===== src/rtl/spk_pkg.sv =====
// Shared flit-type encodings and helpers for the multi-channel spike-input stage.
package spk_pkg;
    localparam logic [2:0] SPIKE    = 3'b000;
    localparam logic [2:0] DATA     = 3'b001;
    localparam logic [2:0] DATA_END = 3'b010;
    localparam logic [2:0] WRITE    = 3'b110;
    localparam logic [2:0] READ     = 3'b111;

    function automatic int spk_clog2(input int v);
        int r;
        r = 0;
        for (int k = 0; k < 32; k++) begin
            if ((1 << r) < v) r = r + 1;
        end
        return r;
    endfunction

    function automatic logic is_axon(input logic [2:0] t);
        return (t == SPIKE) || (t == DATA) || (t == DATA_END);
    endfunction

    function automatic logic is_cfg(input logic [2:0] t);
        return (t == WRITE) || (t == READ);
    endfunction
endpackage


===== src/rtl/data_fifo.sv =====
// Show-ahead FIFO: the head word is readable combinationally whenever not empty.
module data_fifo #(
    parameter int DATA_WIDTH = 8,
    parameter int ADDR_WIDTH = 4
) (
    input  logic                  clk,
    input  logic                  rst_n,
    input  logic                  wr_en,
    input  logic [DATA_WIDTH-1:0] wr_data,
    input  logic                  rd_en,
    output logic [DATA_WIDTH-1:0] rd_data,
    output logic                  empty,
    output logic                  full
);
    logic [DATA_WIDTH-1:0] mem [2**ADDR_WIDTH];
    logic [ADDR_WIDTH-1:0] wr_ptr_q, rd_ptr_q;
    logic [ADDR_WIDTH:0]   count_q;
    logic                  do_wr, do_rd;

    // A pop frees the slot, so a write into a full FIFO is accepted alongside it.
    assign do_wr   = wr_en && (!full || rd_en);
    assign do_rd   = rd_en && !empty;
    assign empty   = (count_q == '0);
    assign full    = (count_q == (ADDR_WIDTH+1)'(2**ADDR_WIDTH));
    assign rd_data = mem[rd_ptr_q];

    always_ff @(posedge clk) begin
        if (do_wr) mem[wr_ptr_q] <= wr_data;
    end

    always_ff @(posedge clk or negedge rst_n) begin
        if (!rst_n) begin
            wr_ptr_q <= '0;
            rd_ptr_q <= '0;
            count_q  <= '0;
        end else begin
            if (do_wr) wr_ptr_q <= wr_ptr_q + 1'b1;
            if (do_rd) rd_ptr_q <= rd_ptr_q + 1'b1;
            count_q <= count_q + (ADDR_WIDTH+1)'(do_wr) - (ADDR_WIDTH+1)'(do_rd);
        end
    end
endmodule


===== src/rtl/spk_in_rr_arb.sv =====
// Round-robin arbiter with a DATA-packet lock that pins grants to one channel.
module spk_in_rr_arb #(
    parameter int NCH = 4,
    parameter int CHW = 2
) (
    input  logic           clk,
    input  logic           rst_n,
    input  logic [NCH-1:0] req,
    input  logic [NCH-1:0] is_data,
    input  logic [NCH-1:0] is_end,
    output logic           grant_vld,
    output logic [NCH-1:0] grant_oh,
    output logic [CHW-1:0] grant_idx
);
    logic [CHW-1:0] ptr_q, lock_ch_q;
    logic           lock_q;
    logic [NCH-1:0] req_eff;

    for (genvar gi = 0; gi < NCH; gi++) begin : g_mask
        assign req_eff[gi] = req[gi] && (!lock_q || lock_ch_q == CHW'(gi));
    end

    always_comb begin
        int c;
        c         = 0;
        grant_vld = 1'b0;
        grant_idx = '0;
        grant_oh  = '0;
        for (int k = 0; k < NCH; k++) begin
            c = int'(ptr_q) + k;
            if (c >= NCH) c = c - NCH;
            if (!grant_vld && req_eff[c]) begin
                grant_vld   = 1'b1;
                grant_idx   = CHW'(c);
                grant_oh[c] = 1'b1;
            end
        end
    end

    // The pointer stays frozen for the whole locked packet.
    always_ff @(posedge clk or negedge rst_n) begin
        if (!rst_n) begin
            ptr_q     <= '0;
            lock_q    <= 1'b0;
            lock_ch_q <= '0;
        end else if (grant_vld) begin
            if (!lock_q)
                ptr_q <= (grant_idx == CHW'(NCH-1)) ? '0 : grant_idx + 1'b1;
            if (is_data[grant_idx]) begin
                lock_q    <= 1'b1;
                lock_ch_q <= grant_idx;
            end else if (is_end[grant_idx]) begin
                lock_q <= 1'b0;
            end
        end
    end
endmodule


===== src/rtl/spk_in_mc.sv =====
// Multi-channel spike input: per-channel FIFOs, round-robin dispatch to axon/config,
// illegal-type dropping and sticky per-channel overflow flags.
module spk_in_mc
    import spk_pkg::*;
#(
    parameter int NCH         = 4,
    parameter int B           = 4,
    parameter int FW          = 59,
    parameter int FTW         = 3,
    parameter int SW          = 24,
    parameter int CFG_CREDITS = 2,
    parameter int DCW         = 16,
    parameter int CHW         = (NCH > 1) ? spk_clog2(NCH) : 1
) (
    input  logic              clk_spk_in,
    input  logic              rst_n,
    input  logic [NCH*FW-1:0] flit_in,
    input  logic [NCH-1:0]    flit_in_wr,
    output logic [NCH-1:0]    credit_out,
    input  logic              config_spk_in_credit,
    output logic              spk_in_config_we,
    output logic [FW-1:0]     spk_in_config_wdata,
    output logic [CHW-1:0]    spk_in_config_src,
    input  logic              axon_busy,
    output logic              spk_in_axon_vld,
    output logic [SW-1:0]     spk_in_axon_data,
    output logic [FTW-1:0]    spk_in_axon_type,
    output logic [CHW-1:0]    spk_in_axon_src,
    output logic [DCW-1:0]    drop_cnt,
    output logic [NCH-1:0]    fifo_overflow
);
    localparam int CCW = spk_clog2(CFG_CREDITS + 1);

    logic [FW-1:0]  heads [NCH];
    logic [NCH-1:0] req, is_data_v, is_end_v, pop;
    logic           grant_vld;
    logic [CHW-1:0] grant_idx;
    logic [FW-1:0]  g_flit;
    logic [FTW-1:0] g_type;
    logic           g_axon, g_cfg, g_drop;
    logic [CCW-1:0] cred_q, cred_d;

    logic           axon_vld_q, cfg_we_q;
    logic [SW-1:0]  axon_data_q;
    logic [FTW-1:0] axon_type_q;
    logic [CHW-1:0] axon_src_q, cfg_src_q;
    logic [FW-1:0]  cfg_wdata_q;
    logic [DCW-1:0] drop_q;

    for (genvar gi = 0; gi < NCH; gi++) begin : g_ch
        logic           empty, full, ovf_q;
        logic [FW-1:0]  head;
        logic [FTW-1:0] htype;

        data_fifo #(.DATA_WIDTH(FW), .ADDR_WIDTH(B)) u_fifo (
            .clk     (clk_spk_in),
            .rst_n   (rst_n),
            .wr_en   (flit_in_wr[gi]),
            .wr_data (flit_in[gi*FW +: FW]),
            .rd_en   (pop[gi]),
            .rd_data (head),
            .empty   (empty),
            .full    (full)
        );

        assign htype         = head[FW-1 -: FTW];
        assign heads[gi]     = head;
        assign is_data_v[gi] = (3'(htype) == DATA);
        assign is_end_v[gi]  = (3'(htype) == DATA_END);
        // Illegal heads are always eligible so they can be drained and counted.
        assign req[gi] = !empty && (is_axon(3'(htype)) ? !axon_busy :
                                    is_cfg(3'(htype))  ? (cred_q != '0) : 1'b1);

        always_ff @(posedge clk_spk_in or negedge rst_n) begin
            if (!rst_n)
                ovf_q <= 1'b0;
            else if (flit_in_wr[gi] && full && !pop[gi])
                ovf_q <= 1'b1;
        end
        assign fifo_overflow[gi] = ovf_q;
    end

    spk_in_rr_arb #(.NCH(NCH), .CHW(CHW)) u_arb (
        .clk       (clk_spk_in),
        .rst_n     (rst_n),
        .req       (req),
        .is_data   (is_data_v),
        .is_end    (is_end_v),
        .grant_vld (grant_vld),
        .grant_oh  (pop),
        .grant_idx (grant_idx)
    );

    assign credit_out = pop;
    assign g_flit     = heads[grant_idx];
    assign g_type     = g_flit[FW-1 -: FTW];
    assign g_axon     = grant_vld && is_axon(3'(g_type));
    assign g_cfg      = grant_vld && is_cfg(3'(g_type));
    assign g_drop     = grant_vld && !is_axon(3'(g_type)) && !is_cfg(3'(g_type));

    always_comb begin
        cred_d = cred_q;
        if (g_cfg && !config_spk_in_credit)
            cred_d = cred_q - 1'b1;
        else if (!g_cfg && config_spk_in_credit && cred_q != CCW'(CFG_CREDITS))
            cred_d = cred_q + 1'b1;
    end

    always_ff @(posedge clk_spk_in or negedge rst_n) begin
        if (!rst_n) begin
            axon_vld_q  <= 1'b0;
            axon_data_q <= '0;
            axon_type_q <= '0;
            axon_src_q  <= '0;
            cfg_we_q    <= 1'b0;
            cfg_wdata_q <= '0;
            cfg_src_q   <= '0;
            drop_q      <= '0;
            cred_q      <= CCW'(CFG_CREDITS);
        end else begin
            axon_vld_q <= g_axon;
            cfg_we_q   <= g_cfg;
            cred_q     <= cred_d;
            if (g_axon) begin
                axon_data_q <= g_flit[SW-1:0];
                axon_type_q <= g_type;
                axon_src_q  <= grant_idx;
            end
            if (g_cfg) begin
                cfg_wdata_q <= g_flit;
                cfg_src_q   <= grant_idx;
            end
            if (g_drop && drop_q != '1) drop_q <= drop_q + 1'b1;
        end
    end

    assign spk_in_axon_vld     = axon_vld_q;
    assign spk_in_axon_data    = axon_data_q;
    assign spk_in_axon_type    = axon_type_q;
    assign spk_in_axon_src     = axon_src_q;
    assign spk_in_config_we    = cfg_we_q;
    assign spk_in_config_wdata = cfg_wdata_q;
    assign spk_in_config_src   = cfg_src_q;
    assign drop_cnt            = drop_q;
endmodule


===== config.mk =====
export PLATFORM = sky130hd
export DESIGN_NAME = spk_in_mc
export DESIGN_NICKNAME = d
export VERILOG_FILES = /design/src/rtl/spk_pkg.sv /design/src/rtl/data_fifo.sv /design/src/rtl/spk_in_rr_arb.sv /design/src/rtl/spk_in_mc.sv
export SDC_FILE = /design/constraint.sdc
export NUM_CORES = 2
export LEC_CHECK = 0
export CORE_MARGIN = 2
export CORE_UTILIZATION = 35
export CTS_CLUSTER_DIAMETER = 200
export CTS_CLUSTER_SIZE = 30
export DETAILED_ROUTE_END_ITERATION = 10
export GPL_ROUTABILITY_DRIVEN = 0
export PLACE_DENSITY_LB_ADDON = 0.25
export REMOVE_ABC_BUFFERS = 1
export SETUP_SLACK_MARGIN = 0.15
export SYNTH_ARGS = -nofsm -noshare
export SYNTH_HDL_FRONTEND = slang
export SYNTH_SLANG_ARGS = --single-unit

===== constraint.sdc =====
create_clock -name clk_spk_in -period 16 [get_ports clk_spk_in]
set_input_delay 2.4 -clock clk_spk_in [delete_from_list [all_inputs] [get_ports clk_spk_in]]
set_output_delay 2.4 -clock clk_spk_in [all_outputs]
set_load 0.02 [all_outputs]

==> out/qor.txt <==
Reg2Reg Launch Point = g_ch[1].u_fifo.rd_ptr_q[0]
Final setup violation count = 0
Synth Cell Area = 152200 µm²
H-tree depth = 4
Cell count in the Yosys report = 7087
Crit path max-delay cell type = dfrtp_4
Port Buffers = 359
Row count = 242
Final setup TNS = 0 ps
DR DRC count = 0
Sequential Area = 117700 µm²
CTS tree = done
Post-synth cell types = 69
Fillers = 38600
Post-DP HPWL = 267200 µm
First-pass GRT wire length = 604200 µm
Post-synthesis async set-or-reset flop share = 4.332%
Overflow after GRT = 0
Syn_area_per_cell = 21.47 µm²
Worst Setup Start Kind = flop
Post-Layout Cell Count = 13190
Max Cap Violations = 0
Synthesis Warnings = 0
Top cells excl fill/tap = 3776 x edfxtp_1, 825 x mux4_2, 495 x mux2i_1
Die X = 663.4 µm
YS chip area = 152200 µm²
CP max FO = 46
Hold Path End = spk_in_config_wdata[50]
Vias per Instance = 5.552
Post-DRT Antenna Nets = 0
Root Buffer = clkbuf_16
R2R cell count = 16
Die Size = 440000 µm²
Fin worst setup slack = 5665 ps
Post-synth seq share = 77.33%
Initial antenna violation count = 123
Post-layout min period = 10340 ps
Worst setup path class = reg2out
Final Hold Fails = 0
Drt pass-1 iters = 7
EDFF count, synth = 3776
R2r setup slk = 7030 ps
Top Ports = 360
Worst Hold Class = reg2reg
Post_cts resized = 0
Postcts setup bufs = 0
Worst-Margin Slew = 1312 ps
Dpl cells = 12930
Pwr/cell area = 192.7 nW/µm²
IR drop worst, VDD = 0.4022 mV
Cycle use final = 64.60%
CTS buffer count = 154
Slowest Stage Delay on Critical Path = 840 ps
Comb area = 33010 µm²
Max Slew Vio Count = 0
Clk ins delay skew pair = 950 ps
Hold_buf cts = 0
Crit-path cells = buf_4, buf_4, mux4_2, o21ai_0, nand2_1, a211oi_1, nor2_1, mux4_2, and2_1, a222oi_1, a21boi_0, inv_1, clkdlybuf4s50_1
Post-Syn Instances = 7087
Worst Clk Skew = 84.47 ps
Crit path from = g_ch[1].u_fifo.rd_ptr_q[0]
Post-synth top flop = edfxtp_1
Core footprint = 433600 µm²
Clk sink count = 3947
Clk slew on worst S/H paths = 120 ps
CP delay by family, top = buffers and inverters
Initial drt markers = 8196
Largest net degree at the start of global routing = 121
Detailed-route via count = 73210
Maximum achievable frequency = 0.09676 GHz
Critical Path RT = 13600 ps
Leak = 52.06 nW
Setup WS pre-CTS = 6569 ps
Max clock buf depth = 4
GRT Resource Usage Total = 19.46%
Outcome = complete, no violations
RSZ-0062 raised after global routing = false
Initial Util = 35.09%
Die height = 663.4 µm
Final Power = 0.03225 W
Share of layout cells above drive strength 1 = 17.24%
## worst max-delay path by stage
stage / to / cells past startpoint
after floorplan: spk_in_config_wdata[29] / 12
after global placement: credit_out[1] / 13
after detailed placement: credit_out[1] / 13
after CTS: credit_out[1] / 13
after global routing: credit_out[1] / 13
final: credit_out[1] / 13
## synth_stat cells (17+ instances only)
library cell / number / area share (%)
and2_1: 23 / 0.095
xor2_1: 21 / 0.12
a21o_1: 17 / 0.084
inv_1: 70 / 0.17
edfxtp_1: 3776 / 75
o21ai_0: 184 / 0.61
a211oi_1: 18 / 0.089
a21oi_1: 89 / 0.29
xnor2_1: 35 / 0.20
nor3_1: 20 / 0.066
nand2_1: 141 / 0.35
a31oi_1: 28 / 0.12
mux2i_1: 495 / 3.3
a22oi_1: 121 / 0.60
nor2_1: 94 / 0.23
mux2_2: 23 / 0.17
a221oi_1: 238 / 1.4
buf_2: 26 / 0.086
nand3_1: 77 / 0.25
mux4_2: 825 / 12
and3_1: 33 / 0.14
dfrtp_1: 170 / 2.8
buf_1: 100 / 0.25
clkbuf_1: 255 / 0.63
ha_1: 52 / 0.43
## power breakdown
group	leakage, nW	internal, W	total (W)	switching (W)
registers	36.1	0.0126	0.0135	0.000895
logic	13.9	0.00478	0.0138	0.00905
clock network	2.04	0.00183	0.00493	0.00310
## state kept, by name, summed over array words and instances, names as in the netlist
| name | count |
|---|---|
| g_ch.u_fifo.wr_ptr_q | 16 |
| spk_in_axon_data | 24 |
| spk_in_config_wdata | 59 |
| spk_in_axon_vld | 1 |
| spk_in_axon_type | 3 |
| spk_in_config_we | 1 |
| u_arb.lock_q | 1 |
| u_arb.ptr_q | 2 |
| drop_cnt | 16 |
| spk_in_axon_src | 2 |
| u_arb.lock_ch_q | 2 |
| g_ch.u_fifo.mem | 3776 |
| spk_in_config_src | 2 |
| g_ch.u_fifo.count_q | 20 |
| cred_q | 2 |
| g_ch.u_fifo.rd_ptr_q | 16 |
| g_ch.ovf_q | 4 |
## logic make-up (layout without fill, tap and decap cells)
logic type	after synthesis	count (layout)	share of synthesized area (%)
and+or+nand+nor	429	429	1.308
other	0	39	0
buffers and inverters	474	799	1.245
DFF	3947	3947	77.33
adders and majority gates	56	56	0.4802
muxes	1355	1355	15.73
AOI/OAI and AO/OA	770	770	3.588
xor gates and xnor gates	56	56	0.3223
## routing by layer
layer	part of all wire [%]	wire length, µm	up-vias	GRT usage, %
li1	-	-	30080	-
met3	5.9	25820	586	3.084
met2	49	213400	2281	32.17
met4	4.9	21520	54	8.147
met1	40	177500	40210	25.65
met5	0.077	337	-	0
## area by class of cell
class	count	area share, %
Inverter	75	0.1712
Tap cell	5734	4.287
Clock buffer	201	2.433
Multi-Input combinational cell	2666	19.72
Sequential cell	3947	70.34
Timing Repair Buffer	512	2.898
Antenna cell	39	0.05831
Clock inverter	11	0.09046
## stage by stage
| step | area (µm²) | hold slack, ps |
|---|---|---|
| floorplan | 150600 | 487.2 |
| global placement | 163000 | 460.6 |
| detailed placement | 163000 | 469.1 |
| CTS | 167300 | 495.7 |
| global route | 167300 | 517.3 |
| finish | 167400 | 496.6 |
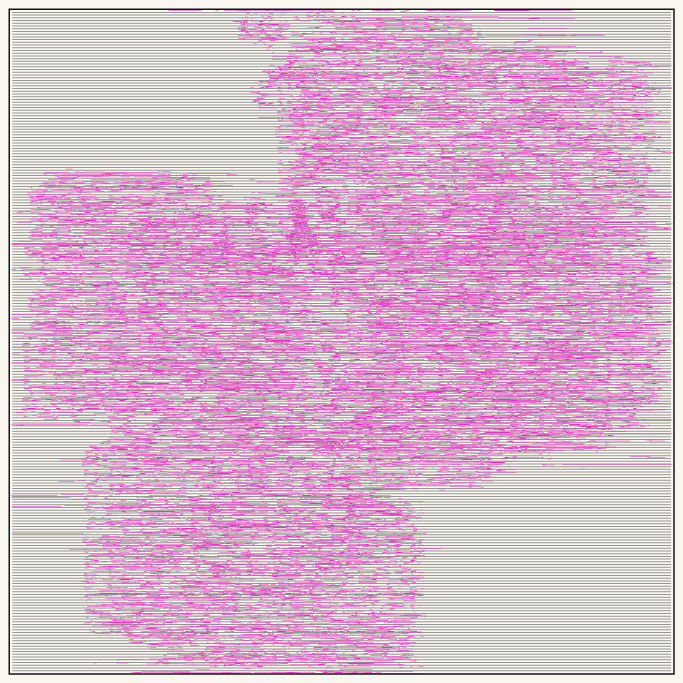
Figure 1: signal wires on met1.
Drawn at 1 px/µm. Supply wires on this layer in gray.
longest straight run: 204 µm
wire length on this layer: 178 mm
nets with wire on the layer: 7421

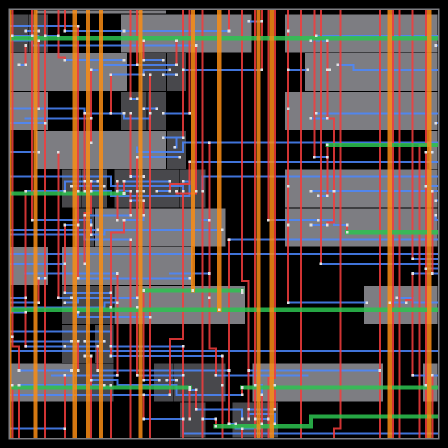
Figure 2: a small window of the routed layout.
Window x 317 to 347, y 449 to 479 µm. Cells in gray, sequential cells in the stronger gray; small squares are vias.
[blue] metal 1
[orange] metal 4
[green] metal 3
[red] metal 2
netlist names of flops here include: `g_ch.u_fifo.mem` (5), `spk_in_axon_data` (3), `spk_in_config_wdata` (3)
cells with their middle in the window: 34
sequential cells in the window: 12
most frequent: o21ai_0 (7), dfrtp_1 (7), nand2_1 (6)

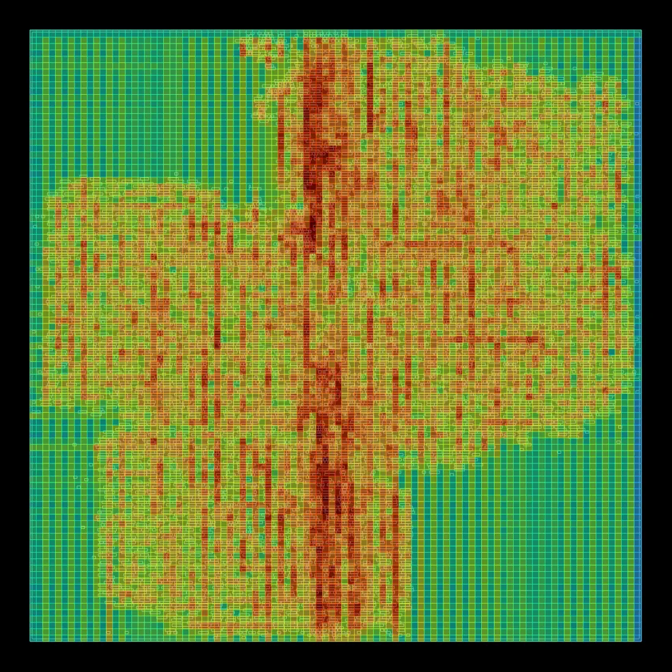
Figure 3: routing congestion.
GR Util met3: 3.084%
met2 Use GR: 32.17%
Final Util: 38.60%

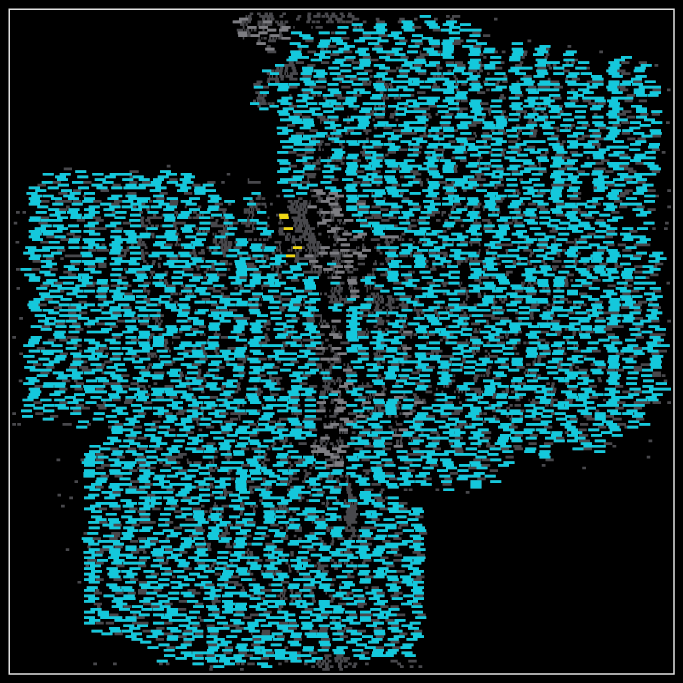
Figure 4: hierarchy map of the flops.
Drawn at 1 px/µm. Other sequential cells in the stronger gray, the rest of the logic in the fainter gray.
[yellow] `u_arb` | sequential cells: 5
[cyan] `g_ch` | sequential cells: 3832 | where: all over the die

Power is estimated from default activity; no workload was simulated.
